$ cat src/rtl/channel_readout_ctrl_if.sv
// Event stream from a channel controller to the chip-level readout arbiter.
// The head word is offered with valid and taken when ready is also high.
interface channel_readout_ctrl_if #(
    parameter int unsigned WIDTH = 35
);
    logic [WIDTH-1:0] event_data;
    logic             event_valid;
    logic             event_ready;

    modport master (output event_data, output event_valid, input event_ready);
    modport slave  (input event_data, input event_valid, output event_ready);
endinterface

$ cat src/rtl/channel_readout_ctrl.sv
// Per-channel readout controller: trigger -> sample -> ADC convert -> push
// {timeout, timestamp, adc} into an FWFT FIFO, then hold the CSA in reset.
module channel_readout_ctrl #(
    parameter int unsigned ADCBITS      = 10,
    parameter int unsigned TS_BITS      = 24,
    parameter int unsigned FIFO_DEPTH   = 4,
    parameter int unsigned CONV_TIMEOUT = 64
) (
    input  logic                       clk,
    input  logic                       reset,
    input  logic                       hit_i,
    input  logic                       ext_trig_i,
    input  logic                       channel_mask_i,
    input  logic [3:0]                 sample_cycles_i,
    input  logic [7:0]                 reset_length_i,
    input  logic [ADCBITS-1:0]         adc_dout_i,
    input  logic                       adc_done_i,
    output logic                       sample_o,
    output logic                       strobe_o,
    output logic                       csa_reset_o,
    channel_readout_ctrl_if.master     event_if,
    output logic                       fifo_overflow_o,
    output logic [7:0]                 overflow_count_o
);
    localparam int unsigned EW = 1 + TS_BITS + ADCBITS;
    localparam int unsigned AW = $clog2(FIFO_DEPTH);
    localparam int unsigned PW = AW + 1;
    localparam int unsigned CW = ($clog2(CONV_TIMEOUT) > 8) ? $clog2(CONV_TIMEOUT) : 8;

    typedef enum logic [2:0] {CSA_RST, IDLE, SAMPLE, CONVERT, WRITE} state_e;

    state_e              state_q, state_d;
    logic [CW-1:0]       cnt_q, cnt_d;
    logic [TS_BITS-1:0]  ts_q;
    logic [2:0]          hit_sync_q;
    logic                rise_q;
    logic [TS_BITS-1:0]  ev_ts_q, ev_ts_d;
    logic [ADCBITS-1:0]  ev_adc_q, ev_adc_d;
    logic                ev_to_q, ev_to_d;
    logic [EW-1:0]       mem_q [FIFO_DEPTH];
    logic [PW-1:0]       wr_ptr_q, wr_ptr_d, rd_ptr_q, rd_ptr_d;
    logic                ovf_q, ovf_d;
    logic [7:0]          ovc_q, ovc_d;

    logic [CW-1:0]       sc_len, rl_len;
    logic                trigger, push, push_ok, pop, full, empty;

    always_comb begin
        sc_len = CW'(sample_cycles_i);
        if (sample_cycles_i == '0) sc_len = CW'(1);
        rl_len = CW'(reset_length_i);
        if (reset_length_i == '0) rl_len = CW'(1);
    end

    // Registered edge detect on the synchronised hit puts the trigger 3 cycles after hit.
    assign trigger = (rise_q & ~channel_mask_i) | ext_trig_i;

    always_comb begin
        state_d     = state_q;
        cnt_d       = cnt_q;
        ev_ts_d     = ev_ts_q;
        ev_adc_d    = ev_adc_q;
        ev_to_d     = ev_to_q;
        push        = 1'b0;
        sample_o    = 1'b0;
        strobe_o    = 1'b0;
        csa_reset_o = 1'b0;
        case (state_q)
            CSA_RST: begin
                csa_reset_o = 1'b1;
                if (cnt_q <= CW'(1)) state_d = IDLE;
                else                 cnt_d   = cnt_q - CW'(1);
            end
            IDLE: begin
                if (trigger) begin
                    ev_ts_d = ts_q;
                    cnt_d   = sc_len;
                    state_d = SAMPLE;
                end
            end
            SAMPLE: begin
                sample_o = 1'b1;
                if (cnt_q <= CW'(1)) begin
                    cnt_d   = '0;
                    state_d = CONVERT;
                end else begin
                    cnt_d = cnt_q - CW'(1);
                end
            end
            CONVERT: begin
                strobe_o = 1'b1;
                if (adc_done_i) begin
                    ev_adc_d = adc_dout_i;
                    ev_to_d  = 1'b0;
                    state_d  = WRITE;
                end else if (cnt_q == CW'(CONV_TIMEOUT - 1)) begin
                    ev_adc_d = adc_dout_i;
                    ev_to_d  = 1'b1;
                    state_d  = WRITE;
                end else begin
                    cnt_d = cnt_q + CW'(1);
                end
            end
            WRITE: begin
                push    = 1'b1;
                cnt_d   = rl_len;
                state_d = CSA_RST;
            end
            default: begin
                cnt_d   = rl_len;
                state_d = CSA_RST;
            end
        endcase
    end

    // Extra pointer bit distinguishes full from empty when the indices match.
    assign empty   = (wr_ptr_q == rd_ptr_q);
    assign full    = (wr_ptr_q[AW] != rd_ptr_q[AW]) && (wr_ptr_q[AW-1:0] == rd_ptr_q[AW-1:0]);
    assign pop     = ~empty & event_if.event_ready;
    assign push_ok = push & (~full | pop);

    always_comb begin
        wr_ptr_d = wr_ptr_q;
        rd_ptr_d = rd_ptr_q;
        ovf_d    = ovf_q;
        ovc_d    = ovc_q;
        if (pop) rd_ptr_d = rd_ptr_q + PW'(1);
        if (push_ok) begin
            wr_ptr_d = wr_ptr_q + PW'(1);
        end else if (push) begin
            ovf_d = 1'b1;
            if (ovc_q != '1) ovc_d = ovc_q + 8'd1;
        end
    end

    always_ff @(posedge clk) begin
        if (reset) begin
            state_q    <= CSA_RST;
            cnt_q      <= rl_len;
            ts_q       <= '0;
            hit_sync_q <= '0;
            rise_q     <= 1'b0;
            ev_ts_q    <= '0;
            ev_adc_q   <= '0;
            ev_to_q    <= 1'b0;
            wr_ptr_q   <= '0;
            rd_ptr_q   <= '0;
            ovf_q      <= 1'b0;
            ovc_q      <= '0;
        end else begin
            state_q    <= state_d;
            cnt_q      <= cnt_d;
            ts_q       <= ts_q + TS_BITS'(1);
            hit_sync_q <= {hit_sync_q[1:0], hit_i};
            rise_q     <= hit_sync_q[1] & ~hit_sync_q[2];
            ev_ts_q    <= ev_ts_d;
            ev_adc_q   <= ev_adc_d;
            ev_to_q    <= ev_to_d;
            wr_ptr_q   <= wr_ptr_d;
            rd_ptr_q   <= rd_ptr_d;
            ovf_q      <= ovf_d;
            ovc_q      <= ovc_d;
        end
    end

    always_ff @(posedge clk) begin
        if (push_ok) mem_q[wr_ptr_q[AW-1:0]] <= {ev_to_q, ev_ts_q, ev_adc_q};
    end

    assign event_if.event_data  = mem_q[rd_ptr_q[AW-1:0]];
    assign event_if.event_valid = ~empty;
    assign fifo_overflow_o      = ovf_q;
    assign overflow_count_o     = ovc_q;
endmodule

$ cat src/flat_wrapper.sv
// flat-port wrapper written by rule: the top's interface ports become plain ports
module channel_readout_ctrl_flat 
#(
    parameter int unsigned ADCBITS      = 10,
    parameter int unsigned TS_BITS      = 24,
    parameter int unsigned FIFO_DEPTH   = 4,
    parameter int unsigned CONV_TIMEOUT = 64
)
  (clk, reset, hit_i, ext_trig_i, channel_mask_i, sample_cycles_i, reset_length_i, adc_dout_i, adc_done_i, sample_o, strobe_o, csa_reset_o, fifo_overflow_o, overflow_count_o, event_if_event_data, event_if_event_valid, event_if_event_ready);
  channel_readout_ctrl_if #(.WIDTH((1 + (10) + (10)))) event_if_i ();
  input  logic clk;
  input  logic reset;
  input  logic hit_i;
  input  logic ext_trig_i;
  input  logic channel_mask_i;
  input  logic [3:0] sample_cycles_i;
  input  logic [7:0] reset_length_i;
  input  logic [ADCBITS-1:0] adc_dout_i;
  input  logic adc_done_i;
  output logic sample_o;
  output logic strobe_o;
  output logic csa_reset_o;
  output logic fifo_overflow_o;
  output logic [7:0] overflow_count_o;
  output wire logic [$bits(event_if_i.event_data)-1:0] event_if_event_data;
  output wire logic [$bits(event_if_i.event_valid)-1:0] event_if_event_valid;
  input wire logic [$bits(event_if_i.event_ready)-1:0] event_if_event_ready;
  assign event_if_event_data = event_if_i.event_data;
  assign event_if_event_valid = event_if_i.event_valid;
  assign event_if_i.event_ready = event_if_event_ready;
  channel_readout_ctrl #(.ADCBITS(ADCBITS), .TS_BITS(TS_BITS), .FIFO_DEPTH(FIFO_DEPTH), .CONV_TIMEOUT(CONV_TIMEOUT)) u_core (.clk(clk), .reset(reset), .hit_i(hit_i), .ext_trig_i(ext_trig_i), .channel_mask_i(channel_mask_i), .sample_cycles_i(sample_cycles_i), .reset_length_i(reset_length_i), .adc_dout_i(adc_dout_i), .adc_done_i(adc_done_i), .sample_o(sample_o), .strobe_o(strobe_o), .csa_reset_o(csa_reset_o), .event_if(event_if_i), .fifo_overflow_o(fifo_overflow_o), .overflow_count_o(overflow_count_o));
endmodule
$ cat config.mk
export PLATFORM = sky130hd
export DESIGN_NAME = channel_readout_ctrl_flat
export DESIGN_NICKNAME = d
export VERILOG_FILES = /design/src/rtl/channel_readout_ctrl_if.sv /design/src/rtl/channel_readout_ctrl.sv /design/src/flat_wrapper.sv
export SDC_FILE = /design/constraint.sdc
export NUM_CORES = 1
export LEC_CHECK = 0
export ABC_CLOCK_PERIOD_IN_PS = 2100
export CAP_MARGIN = 5
export CORE_ASPECT_RATIO = 1.4
export CORE_MARGIN = 10
export CORE_UTILIZATION = 40
export CTS_BUF_LIST = sky130_fd_sc_hd__clkbuf_8
export DETAILED_ROUTE_END_ITERATION = 16
export MAX_ROUTING_LAYER = met4
export PLACE_DENSITY = 0.64
export SETUP_SLACK_MARGIN = 0.2
export SYNTH_ARGS = -nofsm -noshare
export SYNTH_HDL_FRONTEND = slang
export SYNTH_SLANG_ARGS = --single-unit
$ cat constraint.sdc
create_clock -name clk -period 2.1 [get_ports clk]
set_input_delay 0.42 -clock clk [delete_from_list [all_inputs] [get_ports clk]]
set_output_delay 0.42 -clock clk [all_outputs]
set_load 0.02 [all_outputs]
Run 1, signal wires by layer:
Drawn at 2 px/um.
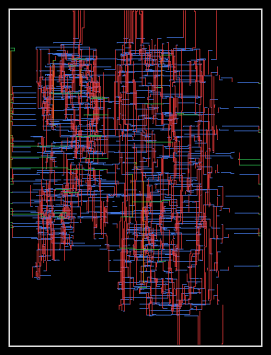
color	layer	wire length
green	met3	380 um
blue	met1	5560 um
red	met2	7120 um
orange	met4	193 um

Run 1, clock wires, drivers and flops:
Drawn at 1.5 px/um.
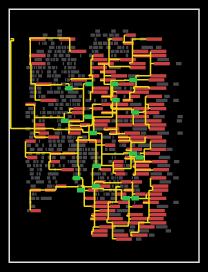
[green] cells driving clock nets | count: 17
[red] flip-flops | count: 148
[yellow] clock wires | length: 1650 um
routed clock nets	18

Run 1, layout detail:
Window x 84 to 104, y 32 to 52 um. Cells in gray, sequential cells in the stronger gray; small squares are vias.
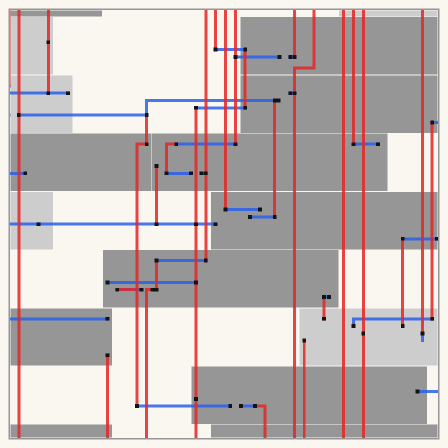
color	layer
red	met2
blue	met1
sequential cells in the window	8
netlist names of flops here include	u_core.mem_q (6), u_core.ev_ts_q (2)
most frequent	edfxtp_1 (6), mux2i_1 (2), dfxtp_1 (2)
cells with their middle in the window	11

Run 1, the metal 4 layer:
Drawn at 2 px/um. Cells faint in the background.
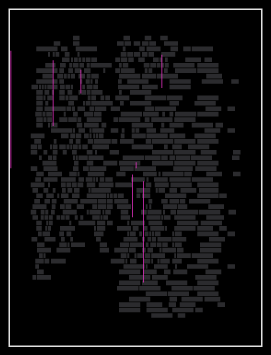
longest straight run	58.5 um
wire length on this layer	193 um
nets with wire on the layer	7
share of all routed wire	1.5%

==> results.txt, run 1 <==
impl run done, here's what came out: Max IR drop VDD=0.370 mV, fin worst setup slack=-0.0590 ns, status=finished, violations left, failing checks=negative setup slack, cts hold-fix bufs=0, ys cells=463, final setup fails=15, CP Capture Type=primary output, Max Cap Violations=0, Tot Pwr=0.00545 W, area share, top type=44.3%, r2r setup slk=0.03 ns, ClkCell Share=4.64%, FP Rows=53, largest net degree at the start of global routing=47, met3 wire len=379 um, vias post-DR=4026, Detail Route Antenna Nets=0, Ports=63, Combinational Power Share=5.7%, Max Clk Rate=463 MHz, Worst Tran Pin Value=0.494 ns, final worst path period share=103%, Critical Path RT=1.68 ns
--- run 2 (diff from run 1) ---
--- a/config.mk
+++ b/config.mk
@@ -15,6 +15,7 @@
 export MAX_ROUTING_LAYER = met4
 export PLACE_DENSITY = 0.64
 export SETUP_SLACK_MARGIN = 0.2
+export SLEW_MARGIN = 5
 export SYNTH_ARGS = -nofsm -noshare
 export SYNTH_HDL_FRONTEND = slang
 export SYNTH_SLANG_ARGS = --single-unit
Run 2, signal wires by layer:
Drawn at 2 px/um.
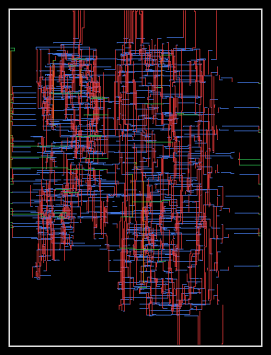
color	layer	wire length
blue	met1	5560 um
green	met3	380 um
red	met2	7120 um
orange	met4	193 um

==> results.txt, run 2 <==
impl run done, here's what came out: ys cells=463, CP Buf/Inv Count=3, failing checks=negative setup slack, cts hold-fix bufs=0, vias post-DR=4026, met3 wire len=379 um, Critical Path RT=1.68 ns, fin worst setup slack=-0.0590 ns, final worst path period share=103%, Ports=63, status=finished, violations left, area share, top type=44.3%, Max IR drop VDD=0.370 mV, WHS Path Cells=1, crit path max-delay cell type=mux4_2, first-pass GRT wire length=21500 um, Synth mux share=10.2%, clkbuf count=17, final setup fails=15, r2r setup slk=0.03 ns, ClkCell Share=4.64%, clk buf depth=2, Detail Route Antenna Nets=0, gr ovfl total=0, Worst Tran Pin Value=0.494 ns, Max Clk Rate=463 MHz, Combinational Power Share=5.7%, CP Capture Type=primary output, Max Cap Violations=0, FP Rows=53, simple share=13.4%, Worst setup endpoint=event_if_event_data[9], largest net degree at the start of global routing=47, critical path class=register to primary output, Syn Nets=502, DR WL/cell=17.4 um, most used cell, CP=buf_6, Net Sw Frac=24.8%, Tot Pwr=0.00545 W, Tool Warnings=34, CTS clk-pin slew, worst paths=0.08 ns, Hold WS=0.397 ns, most numerous logic cell after layout=edfxtp_1
Run 2, layout detail:
Window x 84 to 104, y 32 to 52 um. Cells in gray, sequential cells in the stronger gray; small squares are vias.
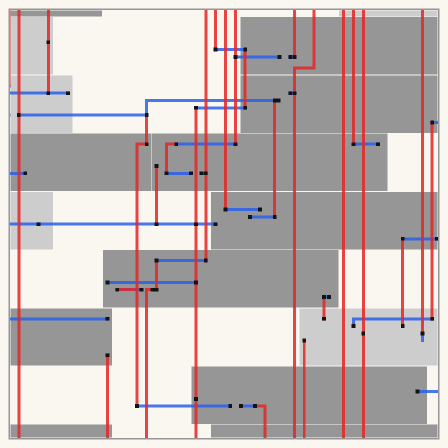

--- run 3 (diff from run 2) ---
--- a/config.mk
+++ b/config.mk
@@ -9,13 +9,12 @@
 export CAP_MARGIN = 5
 export CORE_ASPECT_RATIO = 1.4
 export CORE_MARGIN = 10
-export CORE_UTILIZATION = 40
+export CORE_UTILIZATION = 50
 export CTS_BUF_LIST = sky130_fd_sc_hd__clkbuf_8
 export DETAILED_ROUTE_END_ITERATION = 16
 export MAX_ROUTING_LAYER = met4
-export PLACE_DENSITY = 0.64
+export PLACE_DENSITY = 0.76
 export SETUP_SLACK_MARGIN = 0.2
-export SLEW_MARGIN = 5
 export SYNTH_ARGS = -nofsm -noshare
 export SYNTH_HDL_FRONTEND = slang
 export SYNTH_SLANG_ARGS = --single-unit
Run 3, layout detail:
Window x 76 to 96, y 28 to 48 um. Cells in gray, sequential cells in the stronger gray; small squares are vias.
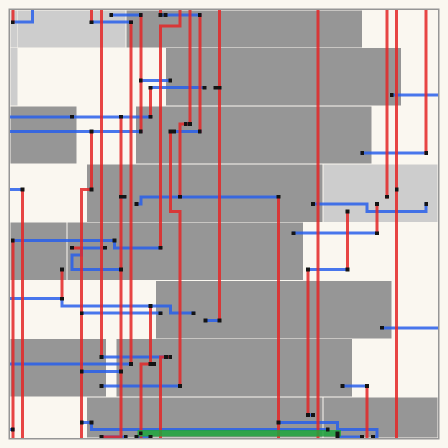
color	layer
green	met3
red	met2
blue	met1
cells with their middle in the window	11
netlist names of flops here include	u_core.mem_q (8), u_core.ev_ts_q (1)
sequential cells in the window	9
most frequent	edfxtp_1 (8)

==> results.txt, run 3 <==
impl run done, here's what came out: Max IR drop VDD=0.486 mV, clk buf depth=2, Synth mux share=10.2%, critical path class=register to primary output, first-pass GRT wire length=21600 um, fin worst setup slack=-0.0782 ns, final worst path period share=104%, cts hold-fix bufs=0, Worst setup endpoint=event_if_event_data[2], final setup fails=15, gr ovfl total=0, Tool Warnings=34, area share, top type=44.3%, met3 wire len=592 um, Hold WS=0.390 ns, Combinational Power Share=5.8%, Max Cap Violations=0, WHS Path Cells=1, Ports=63, CP Capture Type=primary output, simple share=13.4%, CP Buf/Inv Count=3, status=finished, violations left, failing checks=negative setup slack, Tot Pwr=0.00585 W, Max Clk Rate=459 MHz, clkbuf count=18, most numerous logic cell after layout=edfxtp_1, Detail Route Antenna Nets=0, Critical Path RT=1.68 ns, ClkCell Share=5.50%, FP Rows=48, r2r setup slk=0.05 ns, CTS-repair resized insts=163, largest net degree at the start of global routing=55, Worst Tran Pin Value=0.504 ns, crit path max-delay cell type=mux4_2, Syn Nets=502, Net Sw Frac=21.7%, DR WL/cell=18.9 um, ys cells=463
Power and IR drop assume default switching activity.
